--- config.mk ---
export PLATFORM = sky130hd
export DESIGN_NAME = dac_stream_ctrl_flat
export DESIGN_NICKNAME = d
export VERILOG_FILES = /design/src/rtl/snd_pkg.sv /design/src/rtl/dac_stream_ctrl_if.sv /design/src/rtl/snd_fifo.sv /design/src/rtl/dac_stream_ctrl.sv /design/src/flat_wrapper.sv
export SDC_FILE = /design/constraint.sdc
export NUM_CORES = 2
export LEC_CHECK = 0
export CAP_MARGIN = 20
export CORE_MARGIN = 1.5
export CORE_UTILIZATION = 67
export DETAILED_ROUTE_END_ITERATION = 16
export GPL_ROUTABILITY_DRIVEN = 0
export PLACE_DENSITY = 0.83
export RECOVER_POWER = 25
export SETUP_SLACK_MARGIN = 0.1
export SYNTH_ARGS = -nofsm -noshare
export SYNTH_HDL_FRONTEND = slang
export SYNTH_SLANG_ARGS = --single-unit
--- constraint.sdc ---
create_clock -name clk -period 16.28 [get_ports clk]
set_clock_uncertainty 0.05 [all_clocks]
set_input_delay 2.442 -clock clk [delete_from_list [all_inputs] [get_ports clk]]
set_output_delay 2.442 -clock clk [all_outputs]
set_load 0.005 [all_outputs]
--- src/rtl/snd_pkg.sv ---
// Shared types for the audio sample-stream path: stereo frame layout,
// stream controller states and source indices.
package snd_pkg;

  // Packed so that a raw 32-bit producer word maps directly onto {L, R}.
  typedef struct packed {
    logic signed [15:0] l;
    logic signed [15:0] r;
  } snd_frame_t;

  typedef enum logic [1:0] {
    DS_IDLE  = 2'd0,
    DS_RUN   = 2'd1,
    DS_DRAIN = 2'd2
  } ds_state_t;

  // Bit positions of each source in the one-hot grant vector.
  localparam int SRC0 = 0;
  localparam int SRC1 = 1;

  // Split a producer word into its stereo halves; no arithmetic applied.
  function automatic snd_frame_t to_frame(input logic [31:0] data);
    return snd_frame_t'(data);
  endfunction

endpackage

--- src/rtl/dac_stream_ctrl_if.sv ---
// Producer-side handshake bundle: two sources, each with a level request,
// a valid/ready frame channel and a 32-bit {L, R} frame.
interface dac_stream_ctrl_if;

  logic        s0_req;
  logic        s0_valid;
  logic [31:0] s0_data;
  logic        s0_ready;

  logic        s1_req;
  logic        s1_valid;
  logic [31:0] s1_data;
  logic        s1_ready;

  // Producers drive requests and frames, and observe ready.
  modport master (
    output s0_req, s0_valid, s0_data, s1_req, s1_valid, s1_data,
    input  s0_ready, s1_ready
  );

  // The stream controller consumes frames and drives ready.
  modport slave (
    input  s0_req, s0_valid, s0_data, s1_req, s1_valid, s1_data,
    output s0_ready, s1_ready
  );

endinterface

--- src/rtl/snd_fifo.sv ---
// Single-clock stereo frame FIFO. Occupancy is tracked by an explicit level
// counter, so full/empty never depend on pointer comparison; pointers wrap
// modulo DEPTH. Flush discards contents and wins over push and pop.
module snd_fifo
  import snd_pkg::*;
#(
  parameter int DEPTH = 64,
  parameter int AW    = $clog2(DEPTH)
) (
  input  logic       clk,
  input  logic       rst_n,
  input  logic       push_i,
  input  snd_frame_t push_data_i,
  input  logic       pop_i,
  input  logic       flush_i,
  output snd_frame_t rd_data_o,
  output logic [AW:0] level_o,
  output logic       full_o,
  output logic       empty_o
);

  snd_frame_t        mem_q [DEPTH];
  logic [AW-1:0]     wr_ptr_q;
  logic [AW-1:0]     rd_ptr_q;
  logic [AW:0]       level_q;
  logic              do_push;
  logic              do_pop;

  assign full_o    = (level_q == (AW+1)'(DEPTH));
  assign empty_o   = (level_q == '0);
  assign level_o   = level_q;
  assign do_push   = push_i && !full_o && !flush_i;
  assign do_pop    = pop_i && !empty_o && !flush_i;
  assign rd_data_o = mem_q[rd_ptr_q];

  // Pointer and occupancy bookkeeping.
  always_ff @(posedge clk or negedge rst_n) begin
    // NOTE: sequential state uses non-blocking assignments so every register
    // samples pre-edge values regardless of statement order.
    if (!rst_n) begin
      wr_ptr_q <= '0;
      rd_ptr_q <= '0;
      level_q  <= '0;
    end else if (flush_i) begin
      wr_ptr_q <= '0;
      rd_ptr_q <= '0;
      level_q  <= '0;
    end else begin
      if (do_push) wr_ptr_q <= wr_ptr_q + 1'b1;
      if (do_pop)  rd_ptr_q <= rd_ptr_q + 1'b1;
      case ({do_push, do_pop})
        2'b10:   level_q <= level_q + 1'b1;
        2'b01:   level_q <= level_q - 1'b1;
        default: level_q <= level_q;
      endcase
    end
  end

  // Frame storage write port.
  always_ff @(posedge clk) begin
    // NOTE: storage is deliberately not reset; the level counter alone decides
    // which entries are meaningful, so stale contents are never observed.
    if (do_push) mem_q[wr_ptr_q] <= push_data_i;
  end

endmodule

--- src/rtl/dac_stream_ctrl.sv ---
// Stream scheduler in front of the DAC: arbitrates two producers into one
// frame FIFO (src0 high priority and never preempted), drains one frame per
// next_sample strobe, counts underruns and raises a half-empty data request.
module dac_stream_ctrl
  import snd_pkg::*;
#(
  parameter int DEPTH  = 64,
  parameter int AW     = $clog2(DEPTH),
  parameter int UR_MAX = 255
) (
  input  logic               clk,
  input  logic               rst_n,
  input  logic               next_sample,
  input  logic               flush,
  input  logic               ur_clr,
  dac_stream_ctrl_if.slave   src,
  output logic [1:0]         grant,
  output logic signed [15:0] snd_l,
  output logic signed [15:0] snd_r,
  output logic               snd_on,
  output logic [AW:0]        level,
  output logic               need_data,
  output logic [7:0]         ur_cnt
);

  ds_state_t  state_q;
  logic [1:0] grant_q;
  logic       snd_on_q;
  snd_frame_t snd_q;
  logic [7:0] ur_cnt_q;
  logic [7:0] ur_cnt_d;

  snd_frame_t fifo_rd;
  snd_frame_t push_frame;
  logic       fifo_full;
  logic       fifo_empty;
  logic       do_push;
  logic       do_pop;
  logic       underrun;

  // Ready depends only on registered state and registered fullness, so a pop
  // in the same cycle can never combinationally re-open a full FIFO.
  assign src.s0_ready = (state_q == DS_RUN) && grant_q[SRC0] && !fifo_full;
  assign src.s1_ready = (state_q == DS_RUN) && grant_q[SRC1] && !fifo_full;

  assign do_push    = (src.s0_valid && src.s0_ready) || (src.s1_valid && src.s1_ready);
  assign push_frame = to_frame(grant_q[SRC0] ? src.s0_data : src.s1_data);
  assign do_pop     = next_sample && !flush && (state_q != DS_IDLE) && !fifo_empty;
  assign underrun   = next_sample && !flush && (state_q == DS_RUN) && fifo_empty;

  snd_fifo #(.DEPTH(DEPTH), .AW(AW)) u_fifo (
    .clk         (clk),
    .rst_n       (rst_n),
    .push_i      (do_push),
    .push_data_i (push_frame),
    .pop_i       (do_pop),
    .flush_i     (flush),
    .rd_data_o   (fifo_rd),
    .level_o     (level),
    .full_o      (fifo_full),
    .empty_o     (fifo_empty)
  );

  // Ownership FSM: grant, preemption of src1 by src0, drain to empty.
  always_ff @(posedge clk or negedge rst_n) begin
    if (!rst_n) begin
      state_q  <= DS_IDLE;
      grant_q  <= '0;
      snd_on_q <= 1'b0;
    end else if (flush) begin
      state_q  <= DS_IDLE;
      grant_q  <= '0;
      snd_on_q <= 1'b0;
    end else begin
      case (state_q)
        DS_IDLE: begin
          if (src.s0_req) begin
            state_q  <= DS_RUN;
            grant_q  <= 2'b01;
            snd_on_q <= 1'b1;
          end else if (src.s1_req) begin
            state_q  <= DS_RUN;
            grant_q  <= 2'b10;
            snd_on_q <= 1'b1;
          end
        end
        DS_RUN: begin
          if (grant_q[SRC0] ? !src.s0_req : (!src.s1_req || src.s0_req))
            state_q <= DS_DRAIN;
        end
        DS_DRAIN: begin
          if (next_sample && fifo_empty) begin
            state_q  <= DS_IDLE;
            grant_q  <= '0;
            snd_on_q <= 1'b0;
          end
        end
        default: begin
          state_q  <= DS_IDLE;
          grant_q  <= '0;
          snd_on_q <= 1'b0;
        end
      endcase
    end
  end

  // Output sample register: loads the popped frame, holds between strobes.
  always_ff @(posedge clk or negedge rst_n) begin
    if (!rst_n)      snd_q <= '0;
    else if (do_pop) snd_q <= fifo_rd;
  end

  // Next underrun count: clear has priority but still records a coincident underrun.
  always_comb begin
    // NOTE: default assignment first keeps this block free of inferred latches.
    ur_cnt_d = ur_cnt_q;
    if (ur_clr)
      ur_cnt_d = underrun ? 8'd1 : 8'd0;
    else if (underrun && (ur_cnt_q != 8'(UR_MAX)))
      ur_cnt_d = ur_cnt_q + 8'd1;
  end

  // Underrun counter register.
  always_ff @(posedge clk or negedge rst_n) begin
    if (!rst_n) ur_cnt_q <= '0;
    else        ur_cnt_q <= ur_cnt_d;
  end

  assign grant     = grant_q;
  assign snd_on    = snd_on_q;
  assign snd_l     = snd_q.l;
  assign snd_r     = snd_q.r;
  assign ur_cnt    = ur_cnt_q;
  assign need_data = (state_q == DS_RUN) && (level <= (AW+1)'(DEPTH / 2));

endmodule

--- src/flat_wrapper.sv ---
// flat-port wrapper written by rule: the top's interface ports become plain ports
module dac_stream_ctrl_flat import snd_pkg::*;
#(
  parameter int DEPTH  = 64,
  parameter int AW     = $clog2(DEPTH),
  parameter int UR_MAX = 255
)
  (clk, rst_n, next_sample, flush, ur_clr, grant, snd_l, snd_r, snd_on, level, need_data, ur_cnt, src_s0_req, src_s0_valid, src_s0_data, src_s1_req, src_s1_valid, src_s1_data, src_s0_ready, src_s1_ready);
  dac_stream_ctrl_if src_i ();
  input  logic clk;
  input  logic rst_n;
  input  logic next_sample;
  input  logic flush;
  input  logic ur_clr;
  output logic [1:0] grant;
  output logic signed [15:0] snd_l;
  output logic signed [15:0] snd_r;
  output logic snd_on;
  output logic [AW:0] level;
  output logic need_data;
  output logic [7:0] ur_cnt;
  input wire logic [$bits(src_i.s0_req)-1:0] src_s0_req;
  input wire logic [$bits(src_i.s0_valid)-1:0] src_s0_valid;
  input wire logic [$bits(src_i.s0_data)-1:0] src_s0_data;
  input wire logic [$bits(src_i.s1_req)-1:0] src_s1_req;
  input wire logic [$bits(src_i.s1_valid)-1:0] src_s1_valid;
  input wire logic [$bits(src_i.s1_data)-1:0] src_s1_data;
  output wire logic [$bits(src_i.s0_ready)-1:0] src_s0_ready;
  output wire logic [$bits(src_i.s1_ready)-1:0] src_s1_ready;
  assign src_i.s0_req = src_s0_req;
  assign src_i.s0_valid = src_s0_valid;
  assign src_i.s0_data = src_s0_data;
  assign src_i.s1_req = src_s1_req;
  assign src_i.s1_valid = src_s1_valid;
  assign src_i.s1_data = src_s1_data;
  assign src_s0_ready = src_i.s0_ready;
  assign src_s1_ready = src_i.s1_ready;
  dac_stream_ctrl #(.DEPTH(DEPTH), .AW(AW), .UR_MAX(UR_MAX)) u_core (.clk(clk), .rst_n(rst_n), .next_sample(next_sample), .flush(flush), .ur_clr(ur_clr), .src(src_i), .grant(grant), .snd_l(snd_l), .snd_r(snd_r), .snd_on(snd_on), .level(level), .need_data(need_data), .ur_cnt(ur_cnt));
endmodule
Figure 1. Placed standard cells.
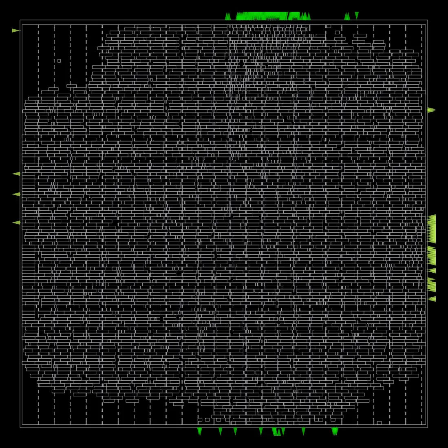
row count: 127
Fillers: 5,929
final core utilization: 76.20%
TAP cells: 1,612

Figure 2. Signal wires on met3.
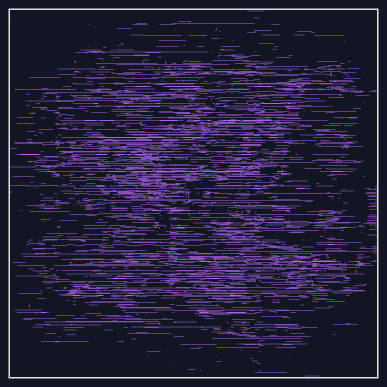
The longest straight run is 150 um. The layer holds 14% of the routed length. The layer carries 33.5 mm of wire. The wires run mostly horizontal.

[worst paths after layout]
check                                                        end  slack [ps]  depth (start not counted)
max in group clk           u_core.u_fifo.mem_q[35][17]$_DFFE_PP_       10100                          3
min in group asynchronous           u_core.snd_l[10]$_DFFE_PN0P_        3070                          1
hold / removal                       u_core.snd_r[1]$_DFFE_PN0P_         450                          1
setup / recovery           u_core.u_fifo.rd_ptr_q[1]$_DFFE_PN0P_       10090                          1
hold reg to reg                      u_core.snd_r[1]$_DFFE_PN0P_         450                          1
setup reg to reg                     u_core.snd_l[7]$_DFFE_PN0P_       11110                          8
[power breakdown]
part	internal (uW)	switching [uW]	total (uW)	leakage, uW
sequential	6120	94.1	6210	0.0192
combinational	240	413	653	0.00570
clock	2640	2030	4670	0.00316
[layer usage]
metal | GRT usage [%] | wire length, um
met1 | 48.50 | 73340
met2 | 58.50 | 109600
met3 | 11.77 | 33530
met4 | 19.39 | 14920
met5 | 0 | 118
[through the flow]
| step | power [uW] | util (%) | cell area [um2] |
|---|---|---|---|
| after floorplan | 6575 | - | 81700 |
| after global placement | 6904 | 70.74 | 85210 |
| after detailed placement | 6929 | 70.76 | 85230 |
| after CTS | 11500 | 76.12 | 91690 |
| after global routing | 11740 | 76.20 | 91780 |
| final | 11540 | 76.20 | 91790 |
[cells in the final DEF, fill, tap and decap left out, drive strengths merged, types with 21 or more instances in the layout]
cell           Yosys  routed
clkdlybuf4s50      0      96
clkinv             1      73
nor2              99      99
dlygate4sd3        0      28
dfrtp             64      64
a32oi             21      21
mux2i            184     184
a22oi             43      43
mux4             467     467
clkbuf            79     286
buf              136     101
edfxtp          2048    2048
mux2              37      37
nand3             30      30
o22ai             29      29
a21oi             77      77
o221ai            45      45
bufinv             0      21
o21ai             39      39
nand2            122     122
==> results.cfg <==
; physical design summary
[run_status]
failed_checks = max-capacitance violations, max-slew violations
status = finished, violations left

[clock_tree]
cts.path.max_buffers = 3
cts_resized = 0
cts_hold_buf = 0
clk_latency_ps = 830
tritoncts = done
ctsHtreeMaxLevel = 4
clock_sinks = 2112

[job]
cap_violations = 27

[cells_and_area]
n_sequential_cell = 2112
syn2layout_area_growth_pct = 12.35
largest_reg_flops = 2048
stdcell_count = 5789

[sta]
setup_viol = 0
tightest_slew_ps = 4293
period_minus_slack_ps = 6189
rsz0062_at_grt = no
whs_ps = 449.2
finalSetupTns_ps = 0
slew_viol_final = 1740
clock.fmax_mhz = 161.6

[route]
drt_iter0_markers = 7978
drc = 0
wirelength_mm = 231.5
first_pass_iters = 8

[synthesis]
compound_area_share_pct = 3.069
ys_sh_simple_pct = 2.120
synth_xor_xnor_area_share_pct = 0.2251
topCombFamilyByArea = multiplexers
yosys_area_um2 = 81700
topCellsByArea = edfxtp_1, mux4_2, mux2i_1, dfrtp_1, nand2_1
yosys_warnings = 0

[setup_path]
endpoint_kind = async pin
start_kind = input port
timing.rr.start = u_core.u_fifo.rd_ptr_q[0]$_DFFE_PN0P_
crit_type = in -> async

[power_and_ir_drop]
p_leak_uw = 0.02810
max-vdd-ir-drop_v = 0.0001408
power_per_cell_area_nw_per_um2 = 125.7

[floorplanning]
die_area_um2 = 124000
io_pins = 126
dieWidth_um = 352.2
fp_util_pct = 67.83

[grt]
grt_overflow = 0

[placement]
io_buffers = 125
Power and IR drop assume default switching activity.
